Fig. 1: run 1, signal metal coverage by tile
Drawn at 6 px/um. 12 x 12 tiles, from black (low) to pale yellow (high), scaled to the fullest tile. Values are wire area over tile area, all layers added.
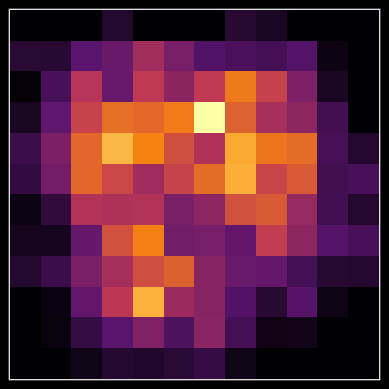
Fig. 2: run 1, drive-strength map
Drawn at 8 px/um.
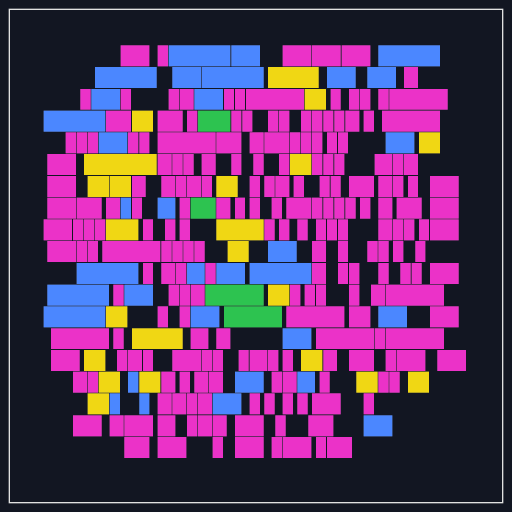
Fig. 3: run 1, clock nets
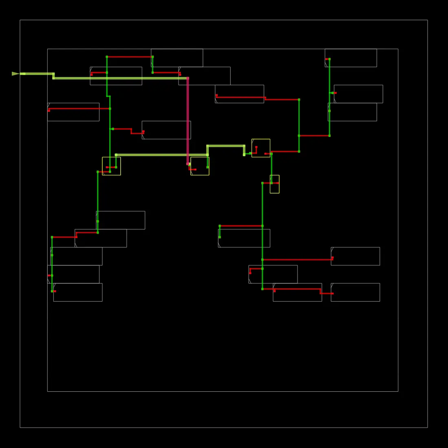
## config.mk

```make
export PLATFORM = sky130hd
export DESIGN_NAME = door_ctrl_timed_flat
export DESIGN_NICKNAME = d
export VERILOG_FILES = /design/src/rtl/door_ctrl_timed_if.sv /design/src/rtl/door_ctrl_timed.sv /design/src/flat_wrapper.sv
export SDC_FILE = /design/constraint.sdc
export NUM_CORES = 1
export LEC_CHECK = 0
export ABC_AREA = 1
export CAP_MARGIN = 20
export CORE_MARGIN = 4
export CORE_UTILIZATION = 51
export CTS_CLUSTER_SIZE = 28
export DETAILED_ROUTE_END_ITERATION = 7
export GPL_TIMING_DRIVEN = 1
export PLACE_DENSITY = 0.77
export SYNTH_ARGS = -nofsm -noshare
export SYNTH_HDL_FRONTEND = slang
export SYNTH_SLANG_ARGS = --single-unit
```

## constraint.sdc

```tcl
create_clock -name CLK -period 1.8 [get_ports CLK]
set_input_delay 0.36 -clock CLK [delete_from_list [all_inputs] [get_ports CLK]]
set_output_delay 0.36 -clock CLK [all_outputs]
set_load 0.01 [all_outputs]
```

## src/rtl/door_ctrl_timed_if.sv

```systemverilog
// door_ctrl_timed_if: signal bundle between the door controller and its
// environment (debounced switches/sensors in, motor drive and status out).
// Signalling: every signal is a plain level, sampled on the rising clock
// edge. There is no valid/ready handshake; a request is simply held or
// pulsed high. The dbg_* signals mirror the controller state register and
// timer so checkers can observe them directly.
interface door_ctrl_timed_if #(
  parameter int CNT_W = 16
);
  logic             Activate;
  logic             Up_Max;
  logic             Dn_Max;
  logic             Obstruct;
  logic             Fault_Clr;
  logic             Up_M;
  logic             Dn_M;
  logic             Fault;
  logic             Hold;
  logic [2:0]       dbg_state;
  logic [CNT_W-1:0] dbg_timer;

  // Environment side: drives requests and sensors, observes the controller.
  modport master (
    output Activate, Up_Max, Dn_Max, Obstruct, Fault_Clr,
    input  Up_M, Dn_M, Fault, Hold, dbg_state, dbg_timer
  );

  // Controller side.
  modport slave (
    input  Activate, Up_Max, Dn_Max, Obstruct, Fault_Clr,
    output Up_M, Dn_M, Fault, Hold, dbg_state, dbg_timer
  );
endinterface

```

## src/rtl/door_ctrl_timed.sv

```systemverilog
// door_ctrl_timed: timer-supervised garage/gate door controller.
// Moore FSM (IDLE, MV_UP, MV_DN, HOLD, FAULT) driving an up/down motor from
// a level-sampled Activate request and two limit switches. Adds a motor-run
// timeout to a latched FAULT, obstruction/Activate reversal while closing
// and limit-switch conflict detection.
// Optional feature macro: DOOR_AUTO_CLOSE_EN. When defined, reaching the
// upper limit enters HOLD and the door auto-closes after HOLD_CYCLES; when
// undefined, the door stops in IDLE at the top and Hold is tied low.
module door_ctrl_timed #(
  parameter int CNT_W        = 16,
  parameter int MOVE_TIMEOUT = 1000,
  parameter int HOLD_CYCLES  = 500
) (
  input  logic             CLK,
  input  logic             RST,
  door_ctrl_timed_if.slave bus
);

  typedef enum logic [2:0] {
    S_IDLE  = 3'd0,
    S_MV_UP = 3'd1,
    S_MV_DN = 3'd2,
    S_HOLD  = 3'd3,
    S_FAULT = 3'd4
  } state_t;

`ifdef DOOR_AUTO_CLOSE_EN
  localparam bit HOLD_EN = 1'b1;
`else
  localparam bit HOLD_EN = 1'b0;
`endif

  // Terminal counts: the timer reads 0 in the first cycle of a state, so the
  // last allowed cycle is N-1.
  localparam logic [CNT_W-1:0] MOVE_LAST = CNT_W'(MOVE_TIMEOUT - 1);
  localparam logic [CNT_W-1:0] HOLD_LAST = CNT_W'(HOLD_CYCLES - 1);
  localparam logic [CNT_W-1:0] TIMER_MAX = '1;

  state_t           state_q, state_d;
  logic [CNT_W-1:0] timer_q, timer_d;
  logic             timer_clr;
  logic             both_lim;

  assign both_lim = bus.Up_Max & bus.Dn_Max;

  // State and timer registers with synchronous reset.
  always_ff @(posedge CLK) begin
    if (RST) begin
      state_q <= S_IDLE;
      timer_q <= '0;
    end else begin
      state_q <= state_d;
      timer_q <= timer_d;
    end
  end

  // Next-state decode; timer_clr handles the HOLD obstruction restart where
  // the state itself does not change.
  always_comb begin
    state_d   = state_q;
    timer_clr = 1'b0;
    case (state_q)
      S_IDLE: begin
        if (both_lim)                         state_d = S_FAULT;
        else if (bus.Activate && bus.Up_Max)  state_d = S_MV_DN;
        else if (bus.Activate)                state_d = S_MV_UP; // at bottom or mid-travel
      end
      S_MV_UP: begin
        if (both_lim)                state_d = S_FAULT;
        else if (bus.Up_Max)         state_d = HOLD_EN ? S_HOLD : S_IDLE;
        else if (timer_q == MOVE_LAST) state_d = S_FAULT;
      end
      S_MV_DN: begin
        if (both_lim)                          state_d = S_FAULT;
        else if (bus.Dn_Max)                   state_d = S_IDLE;
        else if (bus.Obstruct || bus.Activate) state_d = S_MV_UP;
        else if (timer_q == MOVE_LAST)         state_d = S_FAULT;
      end
      S_HOLD: begin
        if (!HOLD_EN)                    state_d = S_IDLE;
        else if (bus.Obstruct)           timer_clr = 1'b1;
        else if (bus.Activate)           state_d = S_MV_DN;
        else if (timer_q == HOLD_LAST)   state_d = S_MV_DN;
      end
      S_FAULT: begin
        if (bus.Fault_Clr) state_d = S_IDLE;
      end
      default: state_d = S_IDLE;
    endcase
  end

  // Timer: restart on any state change or obstruction in HOLD, otherwise
  // count (saturating) while the motor runs or the door holds open.
  always_comb begin
    timer_d = timer_q;
    if ((state_d != state_q) || timer_clr) begin
      timer_d = '0;
    end else if ((state_q == S_MV_UP) || (state_q == S_MV_DN) ||
                 (HOLD_EN && (state_q == S_HOLD))) begin
      if (timer_q != TIMER_MAX) timer_d = timer_q + 1'b1;
    end
  end

  assign bus.Up_M      = (state_q == S_MV_UP);
  assign bus.Dn_M      = (state_q == S_MV_DN);
  assign bus.Fault     = (state_q == S_FAULT);
  assign bus.Hold      = HOLD_EN && (state_q == S_HOLD);
  assign bus.dbg_state = state_q;
  assign bus.dbg_timer = timer_q;

endmodule

```

## src/flat_wrapper.sv

```systemverilog
// flat-port wrapper written by rule: the top's interface ports become plain ports
module door_ctrl_timed_flat 
#(
  parameter int CNT_W        = 16,
  parameter int MOVE_TIMEOUT = 1000,
  parameter int HOLD_CYCLES  = 500
)
  (CLK, RST, bus_Activate, bus_Up_Max, bus_Dn_Max, bus_Obstruct, bus_Fault_Clr, bus_Up_M, bus_Dn_M, bus_Fault, bus_Hold, bus_dbg_state, bus_dbg_timer);
  door_ctrl_timed_if #(.CNT_W(CNT_W)) bus_i ();
  input  logic CLK;
  input  logic RST;
  input wire logic [$bits(bus_i.Activate)-1:0] bus_Activate;
  input wire logic [$bits(bus_i.Up_Max)-1:0] bus_Up_Max;
  input wire logic [$bits(bus_i.Dn_Max)-1:0] bus_Dn_Max;
  input wire logic [$bits(bus_i.Obstruct)-1:0] bus_Obstruct;
  input wire logic [$bits(bus_i.Fault_Clr)-1:0] bus_Fault_Clr;
  output wire logic [$bits(bus_i.Up_M)-1:0] bus_Up_M;
  output wire logic [$bits(bus_i.Dn_M)-1:0] bus_Dn_M;
  output wire logic [$bits(bus_i.Fault)-1:0] bus_Fault;
  output wire logic [$bits(bus_i.Hold)-1:0] bus_Hold;
  output wire logic [$bits(bus_i.dbg_state)-1:0] bus_dbg_state;
  output wire logic [$bits(bus_i.dbg_timer)-1:0] bus_dbg_timer;
  assign bus_i.Activate = bus_Activate;
  assign bus_i.Up_Max = bus_Up_Max;
  assign bus_i.Dn_Max = bus_Dn_Max;
  assign bus_i.Obstruct = bus_Obstruct;
  assign bus_i.Fault_Clr = bus_Fault_Clr;
  assign bus_Up_M = bus_i.Up_M;
  assign bus_Dn_M = bus_i.Dn_M;
  assign bus_Fault = bus_i.Fault;
  assign bus_Hold = bus_i.Hold;
  assign bus_dbg_state = bus_i.dbg_state;
  assign bus_dbg_timer = bus_i.dbg_timer;
  door_ctrl_timed #(.CNT_W(CNT_W), .MOVE_TIMEOUT(MOVE_TIMEOUT), .HOLD_CYCLES(HOLD_CYCLES)) u_core (.CLK(CLK), .RST(RST), .bus(bus_i));
endmodule
```

==> job_summary.md, run 1 <==
### Yosys + OpenROAD results

| Metric | Value |
|---|---|
| Status | finished clean |
| Post-synth top flop | dfxtp_1 |
| Max incr delay on CP | 0.53 ns |
| Final tally of setup violations | 0 |
| Tmin final | 1.69 ns |
| Worst slack at placement | -0.144 ns |
| Adder share | less than 1% |
| Combinational fraction of design power | between 20% and 30% |
| Vias in the first global route | 1430 |
| Global-route wire length before repair | between 5000 and 6000 um |
| Initial antenna violation count | 0 |
| Setup TNS Final | 0 ns |
| Die Size | about 0.0038 mm2 |
| Ports | 30 |
| Fin crit share | 93.9% |
| Final ANT Viol Nets | 0 |
| Setup slack, reg-to-reg | roughly 0.14 ns |
| Comb area leader | simple AND/OR/NAND/NOR gates |
| Launch point of the worst reg-to-reg path | u_core.bus.dbg_timer[12]$_SDFFE_PP0P_ |
| Pin count of the biggest net entering global routing | 17 |
| Signal buf overhead | 22.2% |
| Chip Area, Yosys | around 0.0015 mm2 |
| Top cells excl fill/tap | nand2_1, inv_1, nor2_1 |
| Floorplan net count | 238 |
| CTS tree | done |
| CTS Buffer Depth | 2 |
| Buffers and inverters on the worst path | 2 |
| CTS Buf Count | 3 |
| Resize count post-CTS | 5 |
| Critical path class | reg -> out |
| #MultiIn Comb | ~160 |
| Layout clock area frac | under 10% |
| Int Pwr | 631 uW |
| Antenna fix cells | 0 |
| Initial Util | a little over half |
| Crit end category | primary output |
| Post-synth EDFFs | 0 |
| Crit path to | bus_dbg_timer[6] |
| CP Cell Sequence | buf_4, clkdlybuf4s50_1 |
| Synth Warn # | 0 |
| Final std cells w/o fill | 305 |
| Tapcells | 31 |
| Crit path required time | 1.44 ns |
| Hold crit path type | reg -> reg |
| RD Place Congestion | just over 0.9 |
| FF/Latch Area | between 300 and 400 um2 |
| Hold Path Depth | 4 |
| Cell family with most CP delay | buffers and inverters |
| Total congestion overflow | 0 |
| Fraction of the mapped netlist area in simple logic gates | ~46% |
| Flops after synth | 19 |
| Proportion of power drawn by flip-flops and latches | a little under half |
| Setup crit start | u_core.bus.dbg_timer[6]$_SDFFE_PP0P_ |
| FF-to-FF End | u_core.bus.dbg_timer[9]$_SDFFE_PP0P_ |
| Power per cell area | approximately 480 mW/mm2 |
| Reg2reg path depth | 8 |
| Layout fillers | 246 |
| Xor/xnor share | around 5.4% |
| Cts hold-fix bufs | 0 |
| Row count | 19 |
| P_sw | between 200 and 300 uW |
| Mapped cell area | about 0.0015 mm2 |
| Slowest stage cell on the critical path | clkdlybuf4s50_1 |
| Most common cell in the netlist | nand2_1 |
| Slew Viols, Final | 0 |
## Picture notes: Fig. 1
fullest tile	0.57
emptiest ninth of the die	south-east
nearly empty tiles	17%
densest ninth of the die	center
tiles over half the peak	22%
WL final: 3740 um
Vias: 1565
DR WL/cell: 12.3 um
total track usage: 20.7%

## Picture notes: Fig. 2
color	size	cells	share	most used
yellow	_3 and _4 cells	22	8.0%	buf_4
blue	_2 cells	33	12%	nor3_2
green	_6 and larger	4	1.5%	buf_12
magenta	_0 and _1 cells	215	78%	nand2_1
Non-clk bufs: 45
Area Growth Syn to Fin: 33.9%
Worst Slack Setup Final: 0.111 ns

## Picture notes: Fig. 3
Num Clock Sinks: 19
num sequential: 19
clk_skew: 0.0127 ns
clk_lat worst skew: 0.30 ns

## run 1: routing by layer
layer / vias to the layer above / GRT usage, % / part of all wire [%]
li1: 800 / - / -
met1: 700 / 27.2 / 45
met2: 57 / 34.1 / 47
met3: 8 / 4.61 / 6.3
met4: 0 / 5.45 / 2.1
met5: - / 0 / 0
## run 1: power by group through the flow
| stage | Clock [uW] | Sequential (uW) | Combinational [uW] |
|---|---|---|---|
| global placement | 0 | 444 | 255 |
| finish | 222 | 436 | 273 |
| CTS | 222 | 436 | 256 |
| global route | 244 | 438 | 294 |
| detailed placement | 0 | 444 | 258 |
| floorplan | 0 | 447 | 151 |
## run 1: flip-flops by register name, indices dropped and copies added, names as in the netlist
register / count
u_core.bus.dbg_state: 3
u_core.bus.dbg_timer: 16
Fig. 4: run 1, where the registers sit
Drawn at 6 px/um. Other cells in gray.
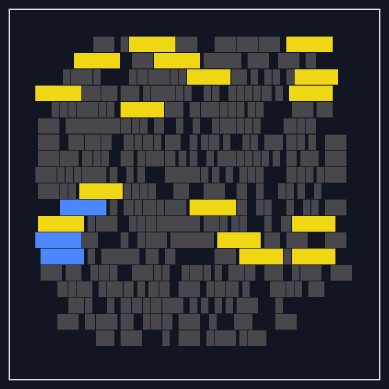

==> inputs of run 2 (changes only) <==
- CAP_MARGIN: 20 -> default
- PLACE_DENSITY: 0.77 -> default
- PLACE_DENSITY_LB_ADDON: default -> 0.05
Fig. 5: run 2, where the registers sit
Drawn at 6 px/um. Other cells in gray.
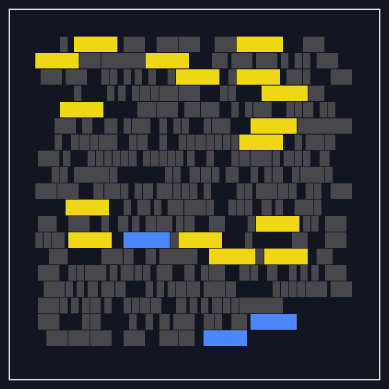
color	signal	flops
yellow	u_core.bus.dbg_timer	16
blue	u_core.bus.dbg_state	3
FF/Latch Area: 388 um2
Seq/total area: 20.6%

==> run 2 against run 1 <==
Against the previous run: synthesized cell count did not move; flip-flop count did not move; sequential share of layout area rose by 0.55 points; highest routed layer unchanged; routed wire length fell by 6.6%; design area fell by 3.6%; cell count fell by 1.6%; setup slack got worse by 0.011 ns; hold slack improved by 0.028 ns.
==> job_summary.md, run 2 <==
### Yosys + OpenROAD results

| Metric | Value |
|---|---|
| Status | finished clean |
| Num Clock Sinks | 19 |
| #MultiIn Comb | ~160 |
| Ports | 30 |
| Fraction of the mapped netlist area in simple logic gates | 45.6% |
| Die Size | approximately 0.0038 mm2 |
| Initial Util | a little over half |
| Top Consumer | registers |
| Total congestion overflow | 0 |
| Non-clk bufs | between 40 and 50 |
| Setup crit start | u_core.bus.dbg_state[1]$_SDFF_PP0_ |
| CTS Buffer Depth | 2 |
| Flops after synth | 19 |
| Vias | between 1000 and 1500 |
| Int Pwr | between 600 and 700 uW |
| Max reg flops | 16 |
| M1 WL | around 1800 um |
| WL met2 | approximately 1500 um |
| Xor/xnor share | under 10% |
| Combinational fraction of design power | a little over a quarter |
| Vias in the first global route | 1274 |
| Most common cell in the netlist | nand2_1 |
| Cts hold-fix bufs | 0 |
| GR peak layer | met1 |
| Synth Warn # | 0 |
| Post-synth EDFFs | 0 |
| Num sequential | 19 |
| Fin crit share | between 90 and 100% |
| Global-route wire length before repair | between 5000 and 6000 um |
| FF-to-FF End | u_core.bus.dbg_timer[2]$_SDFFE_PP0P_ |
| Area Growth Syn to Fin | 29.1% |
| Top cells excl fill/tap | nand2_1, inv_1, nor2_1 |
| Met2 GRT Util | between 20% and 30% |
| RD Place Congestion | 0.872 |
| Met3 WL | between 150 and 200 um |
| Comb area leader | simple AND/OR/NAND/NOR gates |
| CTS tree | done |
| WL final | 3490 um |
| Crit path required time | 1.44 ns |
| Total track usage | between 10% and 20% |
| Post-synth top flop | dfxtp_1 |
| Hold Path Depth | 4 |
| Crit path to | bus_dbg_state[1] |
| Signal buf overhead | a little over a fifth |
| Final tally of setup violations | 0 |
| Chip Area, Yosys | around 0.0015 mm2 |
| Max layer used | met4 |
| Met1 GRT Util | around 30% |
| Layout fillers | roughly 260 |
| Layout clock area frac | between 1 and 1.5% |
| Tmin final | 1.70 ns |
| Resize count post-CTS | 5 |
| Slew Viols, Final | 0 |
| Proportion of power drawn by flip-flops and latches | about half |
| Power per cell area | approximately 480 mW/mm2 |
| DR WL/cell | between 10 and 15 um |
| Crit end category | primary output |
| P_comb | ~240 uW |
| Clk_lat worst skew | 0.30 ns |
| Final ANT Viol Nets | 0 |
| P_sw | about 290 uW |
| Hold crit path type | reg -> reg |
| Reg2reg path depth | 10 |
| Worst Slack Setup Final | a little under 0.1 ns |
| Floorplan net count | roughly 240 |
| Antenna fix cells | 0 |
| Adder share | less than 1% |
| Sequential power | approximately 440 uW |
| Via density | 4.93 |
Fig. 6: run 2, clock nets
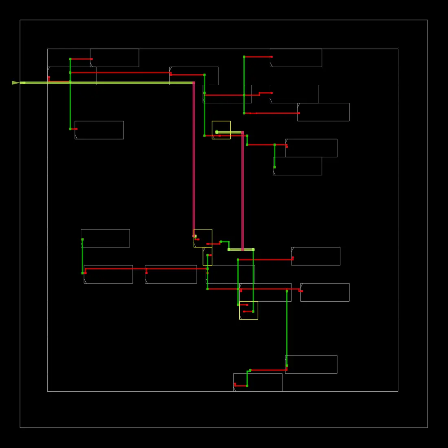
number of clock buffers in the layout: 4
Clk power: 223 uW
clk_skew: 0.00248 ns
CTS Buf Count: 3

run 2: cell counts after synthesis:
Identical to the previous run, type by type.
run 2: metrics by stage:
stage | TNS, ns | cells
global placement | -0.835 | 293
detailed placement | -1.35 | 293
CTS | 0 | 297
floorplan | 0 | 230
global route | -0.0190 | 300
finish | 0 | 300
run 2: kinds of logic (layout without fill, tap and decap cells):
family                     after synthesis  in the layout
and+or+nand+nor                        135            135
buffers and inverters                   50             89
DFF                                     19             19
AOI/OAI and AO/OA                       15             15
xor gates and xnor gates                 9              9
adders and majority gates                1              1
other                                    1              1
run 2: worst max-delay path, stage by stage (launching register included):
cell and delay [ns]:
dfxtp_1 0.36, buf_4 0.15, clkdlybuf4s50_1 0.53
Power figures rest on the tool's default switching activity, not on a simulated workload.
